**src/rtl/axi_read_arbiter.sv**
```systemverilog
// axi_read_arbiter
//   Shares one AXI read port (AR + R) between the instruction cache (ic_*)
//   and the data cache (dc_*). Round-robin grant, held from AR issue until
//   the R beat carrying rlast completes. Read data is routed only to the owner.
// Ports:
//   clock, reset                 single clock, synchronous active-high reset
//   ic_* / dc_* AR inputs        requester address channel (valid/addr/len/size/burst)
//   ic_arready / dc_arready      memory AR accept, forwarded to the owner only
//   ic_r* / dc_r* outputs        routed R channel (owner only, zero otherwise)
//   ic_rready / dc_rready        requester R ready
//   m_axi_*                      AXI read master port towards memory
//   icache_busy / dcache_busy    requester currently owns the port
//   len_error                    sticky: beat count at rlast != latched arlen+1
module axi_read_arbiter #(
    parameter int unsigned ADDR_WIDTH = 64,
    parameter int unsigned DATA_WIDTH = 64
) (
    input  logic                  clock,
    input  logic                  reset,
    input  logic                  ic_arvalid,
    input  logic [ADDR_WIDTH-1:0] ic_araddr,
    input  logic [7:0]            ic_arlen,
    input  logic [2:0]            ic_arsize,
    input  logic [1:0]            ic_arburst,
    output logic                  ic_arready,
    output logic                  ic_rvalid,
    output logic [DATA_WIDTH-1:0] ic_rdata,
    output logic                  ic_rlast,
    input  logic                  ic_rready,
    input  logic                  dc_arvalid,
    input  logic [ADDR_WIDTH-1:0] dc_araddr,
    input  logic [7:0]            dc_arlen,
    input  logic [2:0]            dc_arsize,
    input  logic [1:0]            dc_arburst,
    output logic                  dc_arready,
    output logic                  dc_rvalid,
    output logic [DATA_WIDTH-1:0] dc_rdata,
    output logic                  dc_rlast,
    input  logic                  dc_rready,
    output logic                  m_axi_arvalid,
    output logic [ADDR_WIDTH-1:0] m_axi_araddr,
    output logic [7:0]            m_axi_arlen,
    output logic [2:0]            m_axi_arsize,
    output logic [1:0]            m_axi_arburst,
    input  logic                  m_axi_arready,
    input  logic                  m_axi_rvalid,
    input  logic [DATA_WIDTH-1:0] m_axi_rdata,
    input  logic                  m_axi_rlast,
    output logic                  m_axi_rready,
    output logic                  icache_busy,
    output logic                  dcache_busy,
    output logic                  len_error
);

    typedef enum logic [1:0] {ST_IDLE, ST_ADDR, ST_DATA} state_t;
    typedef enum logic [1:0] {OWN_NONE, OWN_IC, OWN_DC} owner_t;

    state_t                state_q, state_d;
    owner_t                owner_q, owner_d;
    owner_t                last_grant_q, last_grant_d;
    logic [ADDR_WIDTH-1:0] araddr_q, araddr_d;
    logic [7:0]            arlen_q, arlen_d;
    logic [2:0]            arsize_q, arsize_d;
    logic [1:0]            arburst_q, arburst_d;
    logic                  arvalid_q, arvalid_d;
    logic [8:0]            beat_cnt_q, beat_cnt_d;
    logic                  len_error_q, len_error_d;

    logic is_ic;
    logic is_dc;

    assign is_ic = (owner_q == OWN_IC);
    assign is_dc = (owner_q == OWN_DC);

    always_ff @(posedge clock) begin
        if (reset) begin
            state_q      <= ST_IDLE;
            owner_q      <= OWN_NONE;
            last_grant_q <= OWN_IC;
            araddr_q     <= '0;
            arlen_q      <= '0;
            arsize_q     <= '0;
            arburst_q    <= '0;
            arvalid_q    <= 1'b0;
            beat_cnt_q   <= '0;
            len_error_q  <= 1'b0;
        end else begin
            state_q      <= state_d;
            owner_q      <= owner_d;
            last_grant_q <= last_grant_d;
            araddr_q     <= araddr_d;
            arlen_q      <= arlen_d;
            arsize_q     <= arsize_d;
            arburst_q    <= arburst_d;
            arvalid_q    <= arvalid_d;
            beat_cnt_q   <= beat_cnt_d;
            len_error_q  <= len_error_d;
        end
    end

    // Next-state logic
    always_comb begin
        state_d      = state_q;
        owner_d      = owner_q;
        last_grant_d = last_grant_q;
        araddr_d     = araddr_q;
        arlen_d      = arlen_q;
        arsize_d     = arsize_q;
        arburst_d    = arburst_q;
        arvalid_d    = 1'b0;
        beat_cnt_d   = beat_cnt_q;
        len_error_d  = len_error_q;

        case (state_q)
            ST_IDLE: begin
                // On a tie the requester that did not win last time is granted.
                if (ic_arvalid && (!dc_arvalid || last_grant_q == OWN_DC)) begin
                    owner_d      = OWN_IC;
                    last_grant_d = OWN_IC;
                    araddr_d     = ic_araddr;
                    arlen_d      = ic_arlen;
                    arsize_d     = ic_arsize;
                    arburst_d    = ic_arburst;
                    state_d      = ST_ADDR;
                end else if (dc_arvalid) begin
                    owner_d      = OWN_DC;
                    last_grant_d = OWN_DC;
                    araddr_d     = dc_araddr;
                    arlen_d      = dc_arlen;
                    arsize_d     = dc_arsize;
                    arburst_d    = dc_arburst;
                    state_d      = ST_ADDR;
                end
            end
            ST_ADDR: begin
                // arvalid_q rises one cycle into ADDR and holds until accepted.
                if (arvalid_q && m_axi_arready) begin
                    state_d    = ST_DATA;
                    beat_cnt_d = '0;
                end else begin
                    arvalid_d = 1'b1;
                end
            end
            ST_DATA: begin
                if (m_axi_rvalid && m_axi_rready) begin
                    beat_cnt_d = beat_cnt_q + 9'd1;
                    if (m_axi_rlast) begin
                        // beat_cnt_q+1 != arlen+1 reduces to beat_cnt_q != arlen
                        if (beat_cnt_q != {1'b0, arlen_q}) begin
                            len_error_d = 1'b1;
                        end
                        state_d = ST_IDLE;
                        owner_d = OWN_NONE;
                    end
                end
            end
            default: begin
                state_d = ST_IDLE;
                owner_d = OWN_NONE;
            end
        endcase
    end

    // Output routing
    always_comb begin
        m_axi_arvalid = arvalid_q;
        m_axi_araddr  = araddr_q;
        m_axi_arlen   = arlen_q;
        m_axi_arsize  = arsize_q;
        m_axi_arburst = arburst_q;
        m_axi_rready  = 1'b0;
        ic_arready    = 1'b0;
        dc_arready    = 1'b0;
        ic_rvalid     = 1'b0;
        ic_rdata      = '0;
        ic_rlast      = 1'b0;
        dc_rvalid     = 1'b0;
        dc_rdata      = '0;
        dc_rlast      = 1'b0;
        icache_busy   = is_ic;
        dcache_busy   = is_dc;
        len_error     = len_error_q;

        if (state_q == ST_ADDR) begin
            ic_arready = is_ic && arvalid_q && m_axi_arready;
            dc_arready = is_dc && arvalid_q && m_axi_arready;
        end

        if (state_q == ST_DATA) begin
            m_axi_rready = (is_ic && ic_rready) || (is_dc && dc_rready);
            if (is_ic) begin
                ic_rvalid = m_axi_rvalid;
                ic_rdata  = m_axi_rdata;
                ic_rlast  = m_axi_rlast;
            end
            if (is_dc) begin
                dc_rvalid = m_axi_rvalid;
                dc_rdata  = m_axi_rdata;
                dc_rlast  = m_axi_rlast;
            end
        end
    end

endmodule

```
**config.mk**
```make
export PLATFORM = sky130hd
export DESIGN_NAME = axi_read_arbiter
export DESIGN_NICKNAME = d
export VERILOG_FILES = /design/src/rtl/axi_read_arbiter.sv
export SDC_FILE = /design/constraint.sdc
export NUM_CORES = 1
export LEC_CHECK = 0
export CAP_MARGIN = 20
export CORE_AREA = 10 10 163 165
export CTS_CLUSTER_SIZE = 12
export DETAILED_ROUTE_END_ITERATION = 12
export DIE_AREA = 0 0 173 175
export PLACE_DENSITY = 0.7
export SETUP_SLACK_MARGIN = 0.3
export SYNTH_ARGS = -nofsm -noshare
export SYNTH_HDL_FRONTEND = slang
export SYNTH_SLANG_ARGS = --single-unit
```
**constraint.sdc**
```tcl
create_clock -name clock -period 2.5 [get_ports clock]
set_input_delay 0.75 -clock clock [delete_from_list [all_inputs] [get_ports clock]]
set_output_delay 0.75 -clock clock [all_outputs]
set_load 0.02 [all_outputs]
```
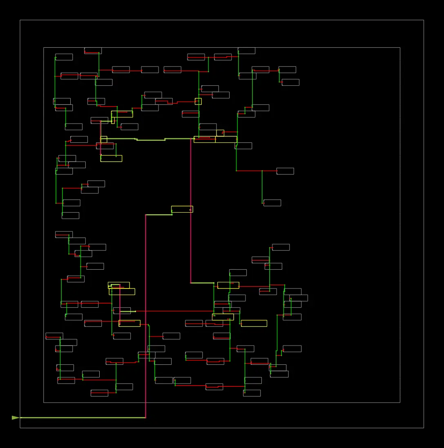
(the clock network)
Clock Sinks: 94
Final Skew: 0.0130 ns
clock latency on the worst-skew pair: 0.35 ns

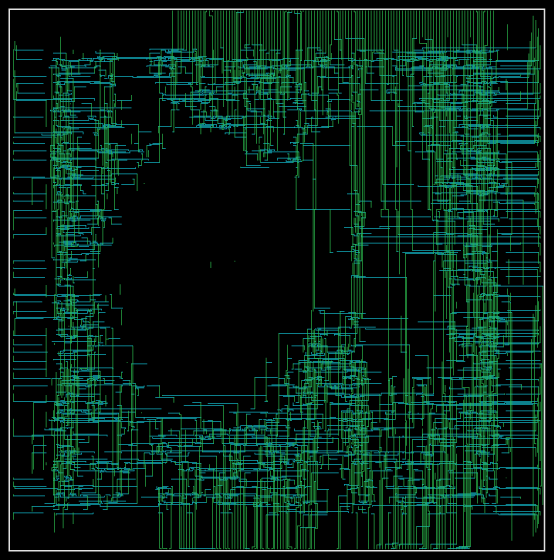
(metal layers overlaid)
Only two layers are drawn.
Green stands for met2, wire length 16200 um. Cyan stands for met1, wire length 11000 um.
routed length per instance: 20.5 um
vias: 6940

==> changes_impl.md <==
### Metrics

* Critical Path Max Stage Delay at 0.33 ns
* Type of origin of the critical path: flip-flop
* Area leader, netlist: dfxtp_1
* Num CTS Buffers at 9
* Area growth, synth to finish at 119%
* Reg clk slew, reported paths at 0.08 ns
* Global-route usage over all layers at 0.177
* Worst slack, placed at -0.490 ns
* Pre-antenna DRT Iters at 4
* Most numerous logic cells after layout: clkdlybuf4s50_1, nand2_1, dfxtp_1
* Mapped Area at 5150 sq um
* Hold depth at 1
* Port Buffers at 442
* Mean Syn Cell Area at 7.37 sq um
* CTS tree: yes
* Hold crit path type: flip-flop to flip-flop
* Seq share, synth at 0.365
* Hold path endpoint: len_error
* Setup TNS at 0 ns
* Met1 Routed Length at 11.0 mm
* R2r setup slk at 0.53 ns
* Top Layer Used: met4
* Tool warnings at 28
* Mean number of vias per cell at 4.68
* Yosys top cell by instances: nand2_1
* Sequential power share at 0.362
* Die Size at 30300 sq um
* Crit Path Class: flip-flop to output pin
* Int Pwr at 3.35 mW
* Worst path slowest cell: dfxtp_2
* Maxcap violations at 0
* Power share of the clock group at 0.312
* FP Rows at 56
* GR Util met1 at 0.171
* Gr busiest metal: met2
* Largest net degree at the start of global routing at 85
* Final hold violation count at 0
* Die Height at 175 um
* Commonest Layout Cell: clkdlybuf4s50_1
* Clock Path Buffers at 2
* Worst-path maximum fanout at 7
* Hold path startpoint: len_error
* RR Endpoint: beat_cnt_q[3]
* Switching part of the total power at 0.302
* Syn Inst Count at 699
* Worst Setup End Kind: output pin
* Hold_buf cts at 0
* Grt total ovfl at 0
* Resize count post-CTS at 438
* Share of cells above drive strength 1 at 0.267
* Nets at 1380
* Comb area at 3290 sq um
* Mapped Nets at 927
* Ys flop type: dfxtp_1
* Final setup vio count at 0
* Iteration-0 DRC Markers at 338
* Yosys reg bits at 94
* Chip area in the Yosys report at 5150 sq um
* R2R depth at 11
* Placeable Area at 23300 sq um
* Peak Freq at 0.414 GHz
* Antenna viol nets, final at 0
* CP Data Required Time at 1.75 ns
* Fp util at 0.222
* Tot Pwr at 4.80 mW
* Cell Chain, Critical Path: nand2b_4, nor2_4, buf_12, buf_8, clkbuf_16, and2_4, buf_6
* Final slew viol count at 0
* Final WS setup at 0.0852 ns
* Io pins at 443
* Worst setup path startpoint: state_q[0]
* Tmin final at 2.41 ns
* Pleak at 5.02 nW
* Distinct lib cells at 43
* Post-CTS Setup Inserts at 10
* Rel. slew slack at 0.662
* Critical path depth at 7
* Root Driver: clkbuf_16
* First-pass GRT wire length at 41.8 mm
* WL met2 at 16.2 mm
* WL final at 30.4 mm
* Outcome: finished clean
* Max-area cell share at 0.365
* R2R Path Start: state_q[0]
* Switching Power at 1.45 mW
* Comb power frac at 0.327
* H-tree levels at 3
* Ys Warns at 0
* Number of fill cells in the layout at 2237
* Critical path's top delay family: buffers and inverters
* Synth cell count leaders: nand2_1, dfxtp_1, nor2_1, a311oi_1
* Hold WS at 0.470 ns
* M2 GR Usage at 0.321
* Flip-flops with a built-in enable at 0
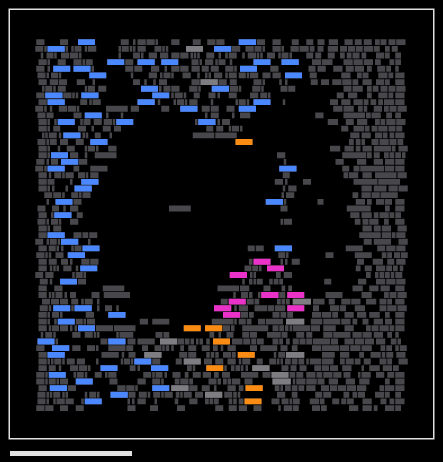
(where the registers sit)
Bar = 50 um.
Magenta stands for beat_cnt_q, sequential cells 9. Orange stands for m_axi_arlen, sequential cells 8, where bottom middle. Blue stands for m_axi_araddr, sequential cells 64.
Another 13 sequential cells are not coloured.
Seq power: 1.74 mW
Core Util, Final: 0.486
Reg area: 1890 sq um
Seq/total area: 0.167

==> logic make-up after synthesis <==
family                     synth area share
AOI/OAI and AO/OA                     0.165
xor gates and xnor gates             0.0187
adders and majority gates           0.00243
buffers and inverters                0.0616
DFF                                   0.365
and+or+nand+nor                       0.387
==> cell type report <==
class,instances,share of cell area
antenna,9,0.00199
clock buffer,10,0.0203
clock inverter,5,0.00742
inverter,4,0.00177
multi-input combinational,531,0.291
sequential,94,0.167
tap,319,0.0353
timing repair buffer,512,0.475
==> power groups by stage <==
stage,combinational (mW),clock (mW),sequential [mW]
2_1_floorplan,0.447,0,1.93
3_3_place_gp,1.50,0,1.76
3_5_place_dp,1.50,0,1.77
4_1_cts,1.54,1.53,1.73
5_1_grt,1.67,1.59,1.75
6_report,1.57,1.49,1.74
==> per-stage QoR <==
stage          cell area [sq um]  instances
2_1_floorplan               5150        699
3_3_place_gp               10200       1431
3_5_place_dp               10200       1431
4_1_cts                    10800       1461
5_1_grt                    11300       1484
6_report                   11300       1484
==> worst max-delay path by stage <==
stage                   endpoint  slack (ns)
floorplan           dc_rdata[35]        0.32
global placement      ic_arready       -0.46
detailed placement    dc_arready       -0.49
CTS                 ic_rdata[44]        0.03
global route         ic_rdata[4]        0.03
finish               ic_rdata[4]        0.09
==> worst reg2reg max path: cells and delay by family, from the launching register on <==
kind / cells / cell delay (ns)
flip-flops: 1 / 0.33
buffers and inverters: 7 / 0.90
AND-OR/OR-AND: 1 / 0.38
AND/OR/NAND/NOR: 3 / 0.30
==> sequential cells by signal, summed over array words and instances (netlist names) <==
name,count
m_axi_arlen,8
state_q,2
m_axi_araddr,64
beat_cnt_q,9
last_grant_q,2
len_error,1
owner_q,2
m_axi_arburst,2
m_axi_arsize,3
m_axi_arvalid,1
No activity file was given, so power comes from the tool's default toggle rates.
